File: config.mk
export PLATFORM = sky130hd
export DESIGN_NAME = midi_voice_ctrl_flat
export DESIGN_NICKNAME = d
export VERILOG_FILES = /design/src/rtl/midi_voice_ctrl_pkg.sv /design/src/rtl/midi_voice_ctrl_if.sv /design/src/rtl/midi_voice_ctrl_note_to_freq.sv /design/src/rtl/midi_voice_ctrl.sv /design/src/flat_wrapper.sv
export SDC_FILE = /design/constraint.sdc
export NUM_CORES = 1
export LEC_CHECK = 0
export CAP_MARGIN = 40
export CORE_ASPECT_RATIO = 0.75
export CORE_UTILIZATION = 50
export DETAILED_ROUTE_END_ITERATION = 6
export GPL_ROUTABILITY_DRIVEN = 0
export GPL_TIMING_DRIVEN = 1
export PLACE_DENSITY = 0.82
export SYNTH_ARGS = -nofsm -noshare
export SYNTH_HDL_FRONTEND = slang
export SYNTH_SLANG_ARGS = --single-unit
File: constraint.sdc
create_clock -name clk -period 8.5 [get_ports clk]
set_clock_uncertainty 0.15 [all_clocks]
set_input_delay 1.275 -clock clk [delete_from_list [all_inputs] [get_ports clk]]
set_output_delay 1.275 -clock clk [all_outputs]
set_load 0.05 [all_outputs]
File: src/rtl/midi_voice_ctrl_pkg.sv
// Shared types and constants for the MIDI voice controller.
package midi_pkg;

    typedef logic [7:0] midi_byte_t;

    typedef enum logic [2:0] {
        IDLE,
        SKIP,
        DATA1,
        DATA2,
        CONVERT
    } parse_state_t;

    localparam logic [3:0] NOTE_ON      = 4'h9;
    localparam logic [3:0] NOTE_OFF     = 4'h8;
    localparam logic [7:0] REALTIME_MIN = 8'hF8;

    // Increments for notes 120..131 (1 MHz clock, 24-bit accumulator);
    // lower octaves are obtained by right-shifting these.
    function automatic logic [18:0] note_table(input logic [3:0] idx);
        logic [18:0] val;
        case (idx)
            4'd0:    val = 19'd140459;
            4'd1:    val = 19'd148811;
            4'd2:    val = 19'd157660;
            4'd3:    val = 19'd167035;
            4'd4:    val = 19'd176967;
            4'd5:    val = 19'd187490;
            4'd6:    val = 19'd198639;
            4'd7:    val = 19'd210451;
            4'd8:    val = 19'd222965;
            4'd9:    val = 19'd236223;
            4'd10:   val = 19'd250270;
            4'd11:   val = 19'd265152;
            default: val = 19'd0;
        endcase
        return val;
    endfunction

endpackage

File: src/rtl/midi_voice_ctrl_if.sv
// Byte-stream valid/ready link from the UART receiver to the controller.
interface midi_voice_ctrl_if;
    import midi_pkg::*;

    logic       in_valid;
    midi_byte_t in_data;
    logic       in_ready;

    modport master (output in_valid, output in_data, input  in_ready);
    modport slave  (input  in_valid, input  in_data, output in_ready);
endinterface

File: src/rtl/midi_voice_ctrl_note_to_freq.sv
// Note number to phase increment: iterative divide-by-12, table lookup,
// octave shift and saturation. i_start loads the note; o_done is high
// for the single cycle in which o_freq is valid.
module note_to_freq
    import midi_pkg::*;
#(
    parameter int FREQ_BITS = 16
) (
    input  logic                 clk,
    input  logic                 rst,
    input  logic                 i_start,
    input  logic [6:0]           i_note,
    output logic                 o_done,
    output logic [FREQ_BITS-1:0] o_freq
);

    logic        r_busy;
    logic [6:0]  r_rem;
    logic [3:0]  r_oct;
    logic [3:0]  w_shift_amt;
    logic [18:0] w_base;
    logic [18:0] w_shifted;

    // Repeated subtraction: remainder ends as the semitone, count as the octave.
    always_ff @(posedge clk or posedge rst) begin
        if (rst) begin
            r_busy <= 1'b0;
            r_rem  <= 7'd0;
            r_oct  <= 4'd0;
        end else if (i_start) begin
            r_busy <= 1'b1;
            r_rem  <= i_note;
            r_oct  <= 4'd0;
        end else if (r_busy) begin
            if (r_rem >= 7'd12) begin
                r_rem <= r_rem - 7'd12;
                r_oct <= r_oct + 4'd1;
            end else begin
                r_busy <= 1'b0;
            end
        end
    end

    assign o_done      = r_busy && (r_rem < 7'd12);
    assign w_base      = note_table(r_rem[3:0]);
    // Table holds octave 10, so shift down by the missing octaves.
    assign w_shift_amt = 4'd10 - r_oct;
    assign w_shifted   = w_base >> w_shift_amt;

    generate
        if (FREQ_BITS >= 19) begin : g_no_sat
            assign o_freq = FREQ_BITS'(w_shifted);
        end else begin : g_sat
            assign o_freq = (|w_shifted[18:FREQ_BITS]) ? '1 : w_shifted[FREQ_BITS-1:0];
        end
    endgenerate

endmodule

File: src/rtl/midi_voice_ctrl.sv
// Monophonic MIDI Note On/Off parser for one channel, driving a voice's
// tone increment and envelope gate with last-note priority.
module midi_voice_ctrl
    import midi_pkg::*;
#(
    parameter int         FREQ_BITS = 16,
    parameter logic [3:0] CHANNEL   = 4'd0
) (
    input  logic                 clk,
    input  logic                 rst,
    midi_voice_ctrl_if.slave     bus,
    output logic [FREQ_BITS-1:0] tone_freq,
    output logic                 gate,
    output logic [6:0]           note
);

    parse_state_t         r_state;
    parse_state_t         w_next_state;
    logic                 w_in_ready;
    logic                 w_start;
    logic                 w_done;
    logic                 w_accept;
    logic                 w_is_status;
    logic                 w_is_realtime;
    logic                 w_is_ours;
    logic                 w_velocity_nz;
    logic [FREQ_BITS-1:0] w_freq;

    // "No running status" is represented by sitting in SKIP, so only the
    // On/Off flavour of a valid running status needs storing.
    logic                 r_run_on;
    logic [6:0]           r_pend_note;
    logic [FREQ_BITS-1:0] r_tone_freq;
    logic                 r_gate;
    logic [6:0]           r_note;

    assign w_accept      = bus.in_valid && (r_state != CONVERT);
    assign w_is_status   = bus.in_data[7];
    assign w_is_realtime = (bus.in_data >= REALTIME_MIN);
    assign w_is_ours     = ((bus.in_data[7:4] == NOTE_ON) || (bus.in_data[7:4] == NOTE_OFF))
                           && (bus.in_data[3:0] == CHANNEL);
    assign w_velocity_nz = (bus.in_data[6:0] != 7'd0);

    // Parse state register.
    always_ff @(posedge clk or posedge rst) begin
        if (rst) begin
            r_state <= IDLE;
        end else begin
            r_state <= w_next_state;
        end
    end

    // Next-state decode, ready and conversion start.
    always_comb begin
        w_next_state = r_state;
        w_in_ready   = (r_state != CONVERT);
        w_start      = 1'b0;
        if (r_state == CONVERT) begin
            if (w_done) begin
                w_next_state = DATA1;
            end
        end else if (w_accept && !w_is_realtime) begin
            if (w_is_status) begin
                w_next_state = w_is_ours ? DATA1 : SKIP;
            end else begin
                case (r_state)
                    DATA1: w_next_state = DATA2;
                    DATA2: begin
                        if (r_run_on && w_velocity_nz) begin
                            w_next_state = CONVERT;
                            w_start      = 1'b1;
                        end else begin
                            w_next_state = DATA1;
                        end
                    end
                    default: w_next_state = r_state;
                endcase
            end
        end
    end

    // Running status, pending note and voice outputs.
    always_ff @(posedge clk or posedge rst) begin
        if (rst) begin
            r_run_on    <= 1'b0;
            r_pend_note <= 7'd0;
            r_tone_freq <= '0;
            r_gate      <= 1'b0;
            r_note      <= 7'd0;
        end else begin
            if (w_accept && !w_is_realtime) begin
                if (w_is_status) begin
                    r_run_on <= w_is_ours && (bus.in_data[7:4] == NOTE_ON);
                end else if (r_state == DATA1) begin
                    r_pend_note <= bus.in_data[6:0];
                end else if (r_state == DATA2) begin
                    // New note retriggers via a gate drop; note-off only
                    // releases if it names the sounding note.
                    if (w_start || (r_pend_note == r_note)) begin
                        r_gate <= 1'b0;
                    end
                end
            end
            if ((r_state == CONVERT) && w_done) begin
                r_tone_freq <= w_freq;
                r_note      <= r_pend_note;
                r_gate      <= 1'b1;
            end
        end
    end

    note_to_freq #(
        .FREQ_BITS (FREQ_BITS)
    ) u_note_to_freq (
        .clk     (clk),
        .rst     (rst),
        .i_start (w_start),
        .i_note  (r_pend_note),
        .o_done  (w_done),
        .o_freq  (w_freq)
    );

    assign bus.in_ready = w_in_ready;
    assign tone_freq    = r_tone_freq;
    assign gate         = r_gate;
    assign note         = r_note;

endmodule

File: src/flat_wrapper.sv
// flat-port wrapper written by rule: the top's interface ports become plain ports
module midi_voice_ctrl_flat import midi_pkg::*;
#(
    parameter int         FREQ_BITS = 16,
    parameter logic [3:0] CHANNEL   = 4'd0
)
  (clk, rst, tone_freq, gate, note, bus_in_valid, bus_in_data, bus_in_ready);
  midi_voice_ctrl_if bus_i ();
  input  logic clk;
  input  logic rst;
  output logic [FREQ_BITS-1:0] tone_freq;
  output logic gate;
  output logic [6:0] note;
  input wire logic [$bits(bus_i.in_valid)-1:0] bus_in_valid;
  input wire logic [$bits(bus_i.in_data)-1:0] bus_in_data;
  output wire logic [$bits(bus_i.in_ready)-1:0] bus_in_ready;
  assign bus_i.in_valid = bus_in_valid;
  assign bus_i.in_data = bus_in_data;
  assign bus_in_ready = bus_i.in_ready;
  midi_voice_ctrl #(.FREQ_BITS(FREQ_BITS), .CHANNEL(CHANNEL)) u_core (.clk(clk), .rst(rst), .bus(bus_i), .tone_freq(tone_freq), .gate(gate), .note(note));
endmodule
Figure 1. Placed cells, one colour a class.
Scale: 4 px per um. Fill, decap, tap and diode cells in grey.
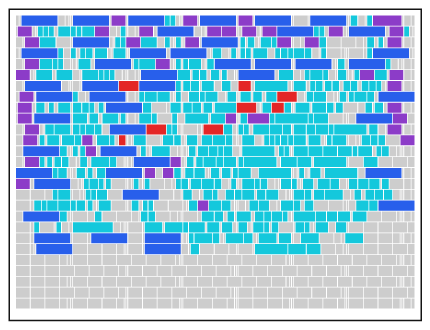
[blue] registers | cells: 47 | share of their area: 28%
[red] clock drivers and dummy loads | cells: 8 | share of their area: 2.2%
[purple] remaining buffers and delay cells | cells: 44 | share of their area: 11%
[cyan] remaining logic cells | cells: 359 | share of their area: 59%
Final Util: 58.15%
Finished Cell Area: 0.004263 mm2
Core Region: 0.007331 mm2
standard-cell rows: 27
fraction of area in registers: 27.59%

Figure 2. Sizing map.
Scale: 4 px per um.
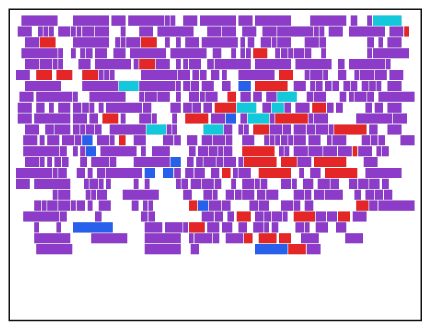
[cyan] x6 and larger | cells: 8 | share: 1.7%
[red] x2 | cells: 37 | share: 8.1%
[blue] x3 and x4 | cells: 10 | share: 2.2%
[purple] x1 and smaller | cells: 403 | share: 88%
PnR worst setup slack: 4.977 ns
P&R area growth vs syn: 12.29%

==> metrics.yaml <==
run_status:
  status: "complete, no violations"
pwr:
  p_comb_share_pct: 70.4
  p_clk_w: 0.000143
  powerDensity_mw_per_mm2: 389.0
  p_sw_share_pct: 50.76
  p_seq_w: 0.000348
run:
  maxCapViolCount: 0
cells_and_area:
  area_dominant_class: "logic gates"
  regArea_mm2: 0.001176
  nonClkBufAreaFrac_pct: 10.27
  logic_area_mm2: 0.002397
  nMultiInputCombCells: 350
  nClkBuffers: 5
  inv_count: 9
  buffers: 44
  largest_reg_flops: 16
placed_design:
  io_buffers: 35
clock_tree:
  clk_latency_ns: 0.30
  htreeDepth: 2
  path_clk_slew_ns: 0.10
  cts_tree: "yes"
hold_path:
  min_to: "u_core.tone_freq[15]"
  worstHoldPathCells: 2
critical_path:
  cp_max_fo: 5
  timing.rr.end: "u_core.tone_freq[4]"
  endpoint: "bus_in_ready"
  startpoint_type: "register"
  cp_num_cells: 3
yosys:
  synthTopCellsByArea: "dfrtp_1 (31%), nand2_1 (6.6%), a21oi_1 (4.7%)"
  yosysChipArea_mm2: 0.003796
sta:
  hold_ws_ns: 0.3379
  finalCriticalPeriod_ns: 3.523
  setup_tns_ns: 0
route:
  drc: 0
  drt_pass1_iterations: 5
  vias_per_cell: 6.206
  wl_met3_um: 639
Figure 3. Logic cells by family.
Scale: 4 px per um.
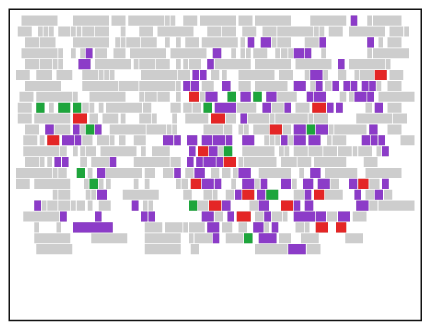
[green] and/or cells | cells: 14 | most used: and3_1
[red] non-inverting ao/oa cells | cells: 18
[purple] aoi and oai cells | cells: 114 | most used: a21oi_1
Comb area share: 56.24%
Layout Cells excl Fill: 559
most numerous logic cell after layout: nand2_1

Figure 4. Routing congestion map.
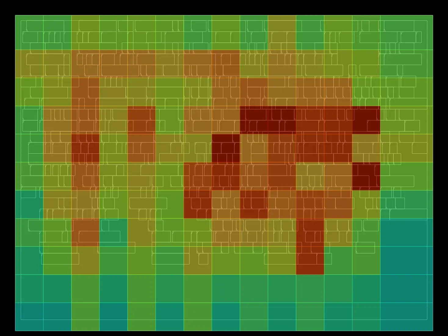
Wirelength per Cell: 17.03 um
GRT busiest layer: met2
met2 Track Usage GR: 39.07%
met3 Use GR: 5.586%

Power is estimated from default activity; no workload was simulated.
